### src/rtl/rpi_audio_pkg.sv
// ============================================================================
// Module   : rpi_audio_pkg
// Purpose  : Shared types and default constants for the Raspberry Pi audio
//            capture path (sample FIFO, interrupt request FSM).
// Revision : 1.0 - initial release
// ============================================================================
`timescale 1ns/1ps
`default_nettype none

package rpi_audio_pkg;

   // Default geometry of the capture FIFO
   localparam int DEF_DATA_W  = 32;
   localparam int DEF_DEPTH   = 64;

   // Default interrupt watermarks and release hold-off (clk_in cycles)
   localparam int DEF_HIGH_WM = 32;
   localparam int DEF_LOW_WM  = 8;
   localparam int DEF_HOLDOFF = 1024;

   // Interrupt request FSM states
   typedef enum logic [1:0] {
      IRQ_IDLE   = 2'd0,
      IRQ_ASSERT = 2'd1,
      IRQ_HOLD   = 2'd2
   } irq_state_e;

endpackage : rpi_audio_pkg

`default_nettype wire

### src/rtl/sync_edge_detect.sv
// ============================================================================
// Module   : sync_edge_detect
// Purpose  : Brings an asynchronous GPIO level into clk_in and emits a
//            one-cycle registered pulse on each rising edge.
// Ports    : clk_in     - destination clock
//            reset_n    - asynchronous active-low reset
//            async_in   - asynchronous input level
//            rise_pulse - one-cycle pulse, two edges after the input is
//                         first sampled
// Revision : 1.0 - initial release
// ============================================================================
`timescale 1ns/1ps
`default_nettype none

module sync_edge_detect (
   input  logic clk_in,
   input  logic reset_n,
   input  logic async_in,
   output logic rise_pulse
);

   logic       sync1_q, sync1_d;
   logic       sync2_q, sync2_d;
   logic       prev_q,  prev_d;
   logic       armed_q, armed_d;
   logic       pulse_q, pulse_d;
   logic [1:0] fill_q,  fill_d;

   always_comb begin
      sync1_d = async_in;
      sync2_d = sync1_q;
      prev_d  = sync2_q;
      // fill_q[1] marks that sync2_q now holds a genuinely sampled value
      // rather than its reset value.
      fill_d  = {fill_q[0], 1'b1};
      // Only arm once a real low level has been seen after reset, so an input
      // that is already high when reset releases does not look like an edge.
      armed_d = armed_q | (fill_q[1] & ~sync2_q);
      pulse_d = armed_q & sync2_q & ~prev_q;
   end

   always_ff @(posedge clk_in or negedge reset_n) begin
      if (!reset_n) begin
         sync1_q <= 1'b0;
         sync2_q <= 1'b0;
         prev_q  <= 1'b0;
         armed_q <= 1'b0;
         pulse_q <= 1'b0;
         fill_q  <= 2'b00;
      end else begin
         sync1_q <= sync1_d;
         sync2_q <= sync2_d;
         prev_q  <= prev_d;
         armed_q <= armed_d;
         pulse_q <= pulse_d;
         fill_q  <= fill_d;
      end
   end

   assign rise_pulse = pulse_q;

endmodule : sync_edge_detect

`default_nettype wire

### src/rtl/rpi_sample_fifo_irq.sv
// ============================================================================
// Module   : rpi_sample_fifo_irq
// Purpose  : Circular sample FIFO between the I2S receiver and the Pi, with
//            watermark/hold-off interrupt request and asynchronous Pi reads.
// Ports    : clk_in, reset_n          - 50 MHz clock, async active-low reset
//            sample_in, sample_valid  - push interface from I2S receiver
//            rpi_rd                   - async Pi read strobe (rising = pop)
//            clear_flags              - clears overflow/underflow
//            rd_data, rd_valid        - last popped word, update pulse
//            interrupt_enable         - registered interrupt request
//            level                    - current fill count
//            overflow, underflow      - sticky error flags
// Revision : 1.0 - initial release
// ============================================================================
`timescale 1ns/1ps
`default_nettype none

module rpi_sample_fifo_irq
   import rpi_audio_pkg::*;
#(
   parameter int DATA_W  = DEF_DATA_W,
   parameter int DEPTH   = DEF_DEPTH,
   parameter int HIGH_WM = DEF_HIGH_WM,
   parameter int LOW_WM  = DEF_LOW_WM,
   parameter int HOLDOFF = DEF_HOLDOFF
) (
   input  logic                       clk_in,
   input  logic                       reset_n,
   input  logic [DATA_W-1:0]          sample_in,
   input  logic                       sample_valid,
   input  logic                       rpi_rd,
   input  logic                       clear_flags,
   output logic [DATA_W-1:0]          rd_data,
   output logic                       rd_valid,
   output logic                       interrupt_enable,
   output logic [$clog2(DEPTH):0]     level,
   output logic                       overflow,
   output logic                       underflow
);

   localparam int AW = $clog2(DEPTH);
   localparam int PW = AW + 1;
   localparam int CW = $clog2(HOLDOFF + 1);

   localparam logic [PW-1:0] HIGH_L    = PW'(HIGH_WM);
   localparam logic [PW-1:0] LOW_L     = PW'(LOW_WM);
   localparam logic [CW-1:0] HOLD_LOAD = CW'(HOLDOFF - 1);

   // ------------------------------------------------------------------
   // Pi read strobe synchronizer
   // ------------------------------------------------------------------
   logic rd_rise;

   sync_edge_detect u_rd_sync (
      .clk_in     (clk_in),
      .reset_n    (reset_n),
      .async_in   (rpi_rd),
      .rise_pulse (rd_rise)
   );

   // ------------------------------------------------------------------
   // FIFO datapath
   // ------------------------------------------------------------------
   logic [DATA_W-1:0] mem_q [DEPTH];

   logic [PW-1:0]     wr_ptr_q, wr_ptr_d;
   logic [PW-1:0]     rd_ptr_q, rd_ptr_d;
   logic [DATA_W-1:0] rd_data_q, rd_data_d;
   logic              rd_valid_q, rd_valid_d;
   logic              overflow_q, overflow_d;
   logic              underflow_q, underflow_d;

   logic              full;
   logic              empty;
   logic              do_pop;
   logic              do_push;
   logic [PW-1:0]     level_w;

   always_comb begin
      // Extra pointer MSB distinguishes full from empty when indices match
      full    = (wr_ptr_q[AW] != rd_ptr_q[AW]) &&
                (wr_ptr_q[AW-1:0] == rd_ptr_q[AW-1:0]);
      empty   = (wr_ptr_q == rd_ptr_q);
      level_w = wr_ptr_q - rd_ptr_q;

      // A pop on a full FIFO frees the slot for a same-cycle push; an empty
      // FIFO never bypasses the incoming word to the reader.
      do_pop  = rd_rise & ~empty;
      do_push = sample_valid & (~full | do_pop);

      wr_ptr_d    = do_push ? wr_ptr_q + PW'(1) : wr_ptr_q;
      rd_ptr_d    = do_pop  ? rd_ptr_q + PW'(1) : rd_ptr_q;
      rd_data_d   = do_pop  ? mem_q[rd_ptr_q[AW-1:0]] : rd_data_q;
      rd_valid_d  = do_pop;

      // A new error event takes priority over a simultaneous clear
      overflow_d  = (overflow_q  & ~clear_flags) | (sample_valid & ~do_push);
      underflow_d = (underflow_q & ~clear_flags) | (rd_rise & empty);
   end

   // Storage needs no reset: the pointers define which entries are valid
   always_ff @(posedge clk_in) begin
      if (do_push) begin
         mem_q[wr_ptr_q[AW-1:0]] <= sample_in;
      end
   end

   always_ff @(posedge clk_in or negedge reset_n) begin
      if (!reset_n) begin
         wr_ptr_q    <= '0;
         rd_ptr_q    <= '0;
         rd_data_q   <= '0;
         rd_valid_q  <= 1'b0;
         overflow_q  <= 1'b0;
         underflow_q <= 1'b0;
      end else begin
         wr_ptr_q    <= wr_ptr_d;
         rd_ptr_q    <= rd_ptr_d;
         rd_data_q   <= rd_data_d;
         rd_valid_q  <= rd_valid_d;
         overflow_q  <= overflow_d;
         underflow_q <= underflow_d;
      end
   end

   // ------------------------------------------------------------------
   // Interrupt request FSM with watermark hysteresis and hold-off
   // ------------------------------------------------------------------
   irq_state_e    state_q, state_d;
   logic [CW-1:0] cnt_q, cnt_d;
   logic          ie_q, ie_d;

   always_comb begin
      state_d = state_q;
      cnt_d   = cnt_q;
      case (state_q)
         IRQ_IDLE: begin
            if (level_w >= HIGH_L) begin
               state_d = IRQ_ASSERT;
            end
         end
         IRQ_ASSERT: begin
            if (level_w <= LOW_L) begin
               state_d = IRQ_HOLD;
               cnt_d   = HOLD_LOAD;
            end
         end
         IRQ_HOLD: begin
            // Fill level is deliberately ignored until the hold-off expires
            if (cnt_q == '0) begin
               state_d = IRQ_IDLE;
            end else begin
               cnt_d = cnt_q - CW'(1);
            end
         end
         default: begin
            state_d = IRQ_IDLE;
         end
      endcase
      // Output decoded from the next state and registered, so it switches on
      // the same edge as the state register without decode glitches.
      ie_d = (state_d == IRQ_ASSERT);
   end

   always_ff @(posedge clk_in or negedge reset_n) begin
      if (!reset_n) begin
         state_q <= IRQ_IDLE;
         cnt_q   <= '0;
         ie_q    <= 1'b0;
      end else begin
         state_q <= state_d;
         cnt_q   <= cnt_d;
         ie_q    <= ie_d;
      end
   end

   assign rd_data          = rd_data_q;
   assign rd_valid         = rd_valid_q;
   assign interrupt_enable = ie_q;
   assign level            = level_w;
   assign overflow         = overflow_q;
   assign underflow        = underflow_q;

endmodule : rpi_sample_fifo_irq

`default_nettype wire

### config.mk
export PLATFORM = sky130hd
export DESIGN_NAME = rpi_sample_fifo_irq
export DESIGN_NICKNAME = d
export VERILOG_FILES = /design/src/rtl/rpi_audio_pkg.sv /design/src/rtl/sync_edge_detect.sv /design/src/rtl/rpi_sample_fifo_irq.sv
export SDC_FILE = /design/constraint.sdc
export NUM_CORES = 2
export LEC_CHECK = 0
export ABC_AREA = 1
export CELL_PAD_IN_SITES_DETAIL_PLACEMENT = 0
export CELL_PAD_IN_SITES_GLOBAL_PLACEMENT = 1
export CORE_MARGIN = 4
export CORE_UTILIZATION = 32
export CTS_BUF_LIST = sky130_fd_sc_hd__clkbuf_8
export CTS_CLUSTER_DIAMETER = 50
export DETAILED_ROUTE_END_ITERATION = 8
export GPL_ROUTABILITY_DRIVEN = 0
export PLACE_DENSITY = 0.64
export SKIP_LAST_GASP = 1
export SLEW_MARGIN = 20
export SYNTH_ARGS = -nofsm -noshare
export SYNTH_HDL_FRONTEND = slang
export SYNTH_SLANG_ARGS = --single-unit
### constraint.sdc
create_clock -name clk_in -period 6.2 [get_ports clk_in]
set_input_delay 0.93 -clock clk_in [delete_from_list [all_inputs] [get_ports clk_in]]
set_output_delay 0.93 -clock clk_in [all_outputs]
set_load 0.03 [all_outputs]
==> images/placement_by_type.png <==
Drawn at 1 px/um.
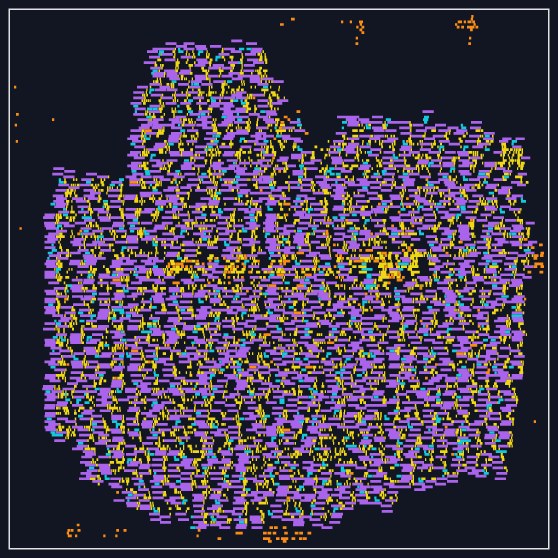
Key: orange = remaining buffers and delay cells [cells 255]; yellow = combinational and other logic [cells 6,116]; cyan = clock drivers and dummy loads [cells 660]; purple = sequential cells [cells 2,118]
flop share of the area: 61.9%
post-route cell area: 102,000 um^2
share of the core filled with cells: 36.6%
# rows: 194

==> images/layer_met3.png <==
Drawn at 1 px/um. Cells faint in the background.
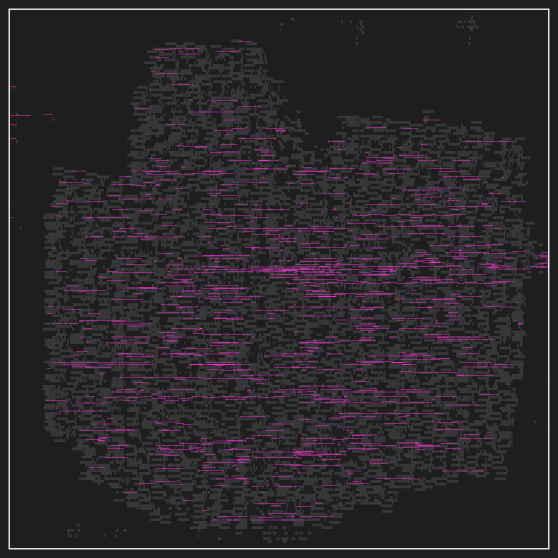
The longest straight run is 106 um. The layer carries 14,500 um of wire. The wires run mostly horizontal. The layer holds 5.4% of the routed length.
final WL: 270 mm
met3 global-route usage: 2.37%
via total after detailed routing: 60,400

==> cells by family after synthesis <==
group / Yosys count / synth area share [%]
buffers and inverters: 1527 / 6.68
other: 1 / 0.00417
xor gates and xnor gates: 15 / 0.146
and+or+nand+nor: 4707 / 21.0
adders and majority gates: 10 / 0.147
AOI/OAI and AO/OA: 291 / 1.65
DFF: 2118 / 70.3
==> placed cells by master, fill, tap and decap left out, drive strengths merged, types with 9 or more instances in the layout <==
cell type / instances
a21oi: 41
buf: 208
bufinv: 10
clkbuf: 397
clkdlybuf4s50: 46
clkinv: 129
dfrtp: 70
diode: 11
edfxtp: 2048
ha: 9
inv: 1213
nand2: 2931
nand3: 944
nand4: 10
nor2: 803
o211ai: 9
o21ai: 239
or2: 10
xor2: 11
==> cell type report <==
cell class,instances,area share [%]
diodes,11,0.0269
inverters,1092,4.04
well taps,3724,4.56
repair buffers,255,2.19
clock inverters,263,1.30
multi-input cells,5024,20.7
flip-flops and latches,2118,61.9
clock buffers,397,5.34
==> registers in the layout (all words and copies together), names as in the netlist, 2 cells and up <==
| name | flops |
|---|---|
| rd_data | 32 |
| wr_ptr_q | 7 |
| rd_ptr_q | 7 |
| state_q | 2 |
| u_rd_sync.fill_q | 2 |
| cnt_q | 11 |
| mem_q | 2048 |
==> layer usage <==
metal  routed length (um)  track usage [%]  vias to the layer above
met1               118000             24.7                    29500
met5                   13                0                        -
li1                     -                -                    28600
met2               129000             30.6                     1814
met4                 7590             5.62                        2
met3                14500             2.37                      472
==> critical path, delay by kind of cell, from the launching register on <==
kind                     cells  cell delay, ns
XOR/XNOR                     1            0.50
adder cells (fa/ha/maj)      1            0.54
AND/OR/NAND/NOR              2            0.18
flip-flops                   1            0.89
buffers and inverters        3            1.04
==> results.ini <==
[run_status]
outcome = finished clean

[pwr]
internal-power_mw = 26.6
ir_worst_vdd_mv = 0.296
power.share.sequential_pct = 38.3
total_switching_power_mw = 17.4
sw_frac_of_total_pct = 39.6
clkPwrFrac_pct = 27.3
combinationalPowerShare_pct = 34.4
top_power_group = registers
pg_seq_mw = 16.9
comb-power_mw = 15.2
power.density_cell_area_nw_per_um2 = 431
clockNetworkPower_mw = 12.0
power.total_mw = 44.1
p_leak_nw = 41.5

[worst_setup_path]
reg2reg_to = mem_q[56][21]
startpoint = rd_ptr_q[1]
r2r_setup_slack_ns = 1.41
regToRegStartpoint = rd_ptr_q[1]
crit_path_cell_trace = inv_8, fa_1, nand3_1, nand2_1, xnor2_1, inv_1, clkdlybuf4s50_1
ff2ff_path_depth = 11
timing.critical_path.to_type = output port
critPathKind = flop to output port
worst-endpoint-arrival_ns = 4.26
worstPathMaxFanout = 59
worst_path_largest_cell_delay_ns = 0.89
crit_end = level[4]
critical_path.slowest_cell = sky130_fd_sc_hd__dfrtp_4
timing.critical_path.from_type = flop
critical_path_required_ns = 5.27

[cts]
number_of_buffers_inserted_by_hold_repair_at_cts = 1
cts_sinks = 2118
clk_pin_slew_ns = 0.06
cts_resized = 0
clockBufferDepth = 4
cts_root_buf = sky130_fd_sc_hd__clkbuf_8
clock_insertion_delay_worst_skew_ns = 1.07
post_cts_setup_inserts = 0
cts_tree = built
htree_num_levels = 5
numCtsBuffers = 385

[synth]
post_synth_instance_area_um2 = 89900
numSynthFlops = 2118
synth_nets = 8716
syn-instance-count = 8669
synthDominantAreaCellType = sky130_fd_sc_hd__edfxtp_1
most_frequent_cells_after_synthesis = sky130_fd_sc_hd__nand2_1, sky130_fd_sc_hd__edfxtp_1, sky130_fd_sc_hd__inv_1
number_of_enable_flip_flop_cells = 2048
ys_seq_share_pct = 70.3
ys_cells = 8669
syn_avg_cell_area_um2 = 10.4
yosys.cell_count.top_type = sky130_fd_sc_hd__nand2_1
synth_top_area_share_pct = 68.4
async_flop_share_pct = 3.31
synth.area.top_cells = sky130_fd_sc_hd__edfxtp_1, sky130_fd_sc_hd__nand2_1, sky130_fd_sc_hd__nand3_1
synth.distinct_cells = 29
synthFlopType = sky130_fd_sc_hd__edfxtp_1
synth_warnings = 0
ys_chip_area_um2 = 89900

[routing]
avgViaCountPerCell = 4.69
post-route-drc-count = 0
wl_per_cell_um = 21.0
detail_route.first_pass.iterations = 5
drt_iter0_drc = 5525
drtAntennaViolNets = 0

[placement]
dp_cells = 12200
place_hpwl_mm = 147
placed_cell_area_um2 = 95400
port_buffers = 79
post-place-ws_ns = 1.51

[final_layout]
filler_cell_count = 27800
combGateArea_um2 = 21200
instances_no_fill = 12900
syn_to_final_growth_pct = 13.7
final-seq-area_um2 = 63300
final_layout_size_suffix_gt1_share_pct = 8.07
layout.nets = 8923

[timing]
setup_total_negative_slack_ns = 0
fin_skew_ns = 0.102
min_period_ns = 5.19
final_critical_path_share_of_the_clock_period_pct = 83.7
hold_ws_ns = 0.206
final-setup-viol-count = 0
rsz0062_at_grt = false
fin_ws_ns = 1.01
tightestPinTransition_ns = 1.21
timing_max_transition_violations_final = 0
hold_viol = 0
timing.slew.headroom_pct = 19.1
fmax_mhz = 193

[floorplanning]
fraction_of_the_core_area_occupied_by_cells_at_floorplan_pct = 32.2
ios = 80
floorplan.die.width_um = 538
core_area_um2 = 280000
fp.dieH_um = 538
design.die.area_um2 = 290000

[hold_path]
launch_instance_of_the_worst_min_delay_path = sample_in[14]
worstHoldPathCells = 1
hp-class = input pin to flop
min_delay_worst_endpoint = mem_q[8][14]

[grt]
first_pass_grt_wire_length_mm = 394
gr-usage-all-layers_pct = 18.2
grt_max_degree = 178
number_of_global_route_vias_before_repair = 58200
antenna_violations_before_repair = 14
gr-total-overflow = 0

[run]
max-cap-violations = 0
log.warning_count = 54

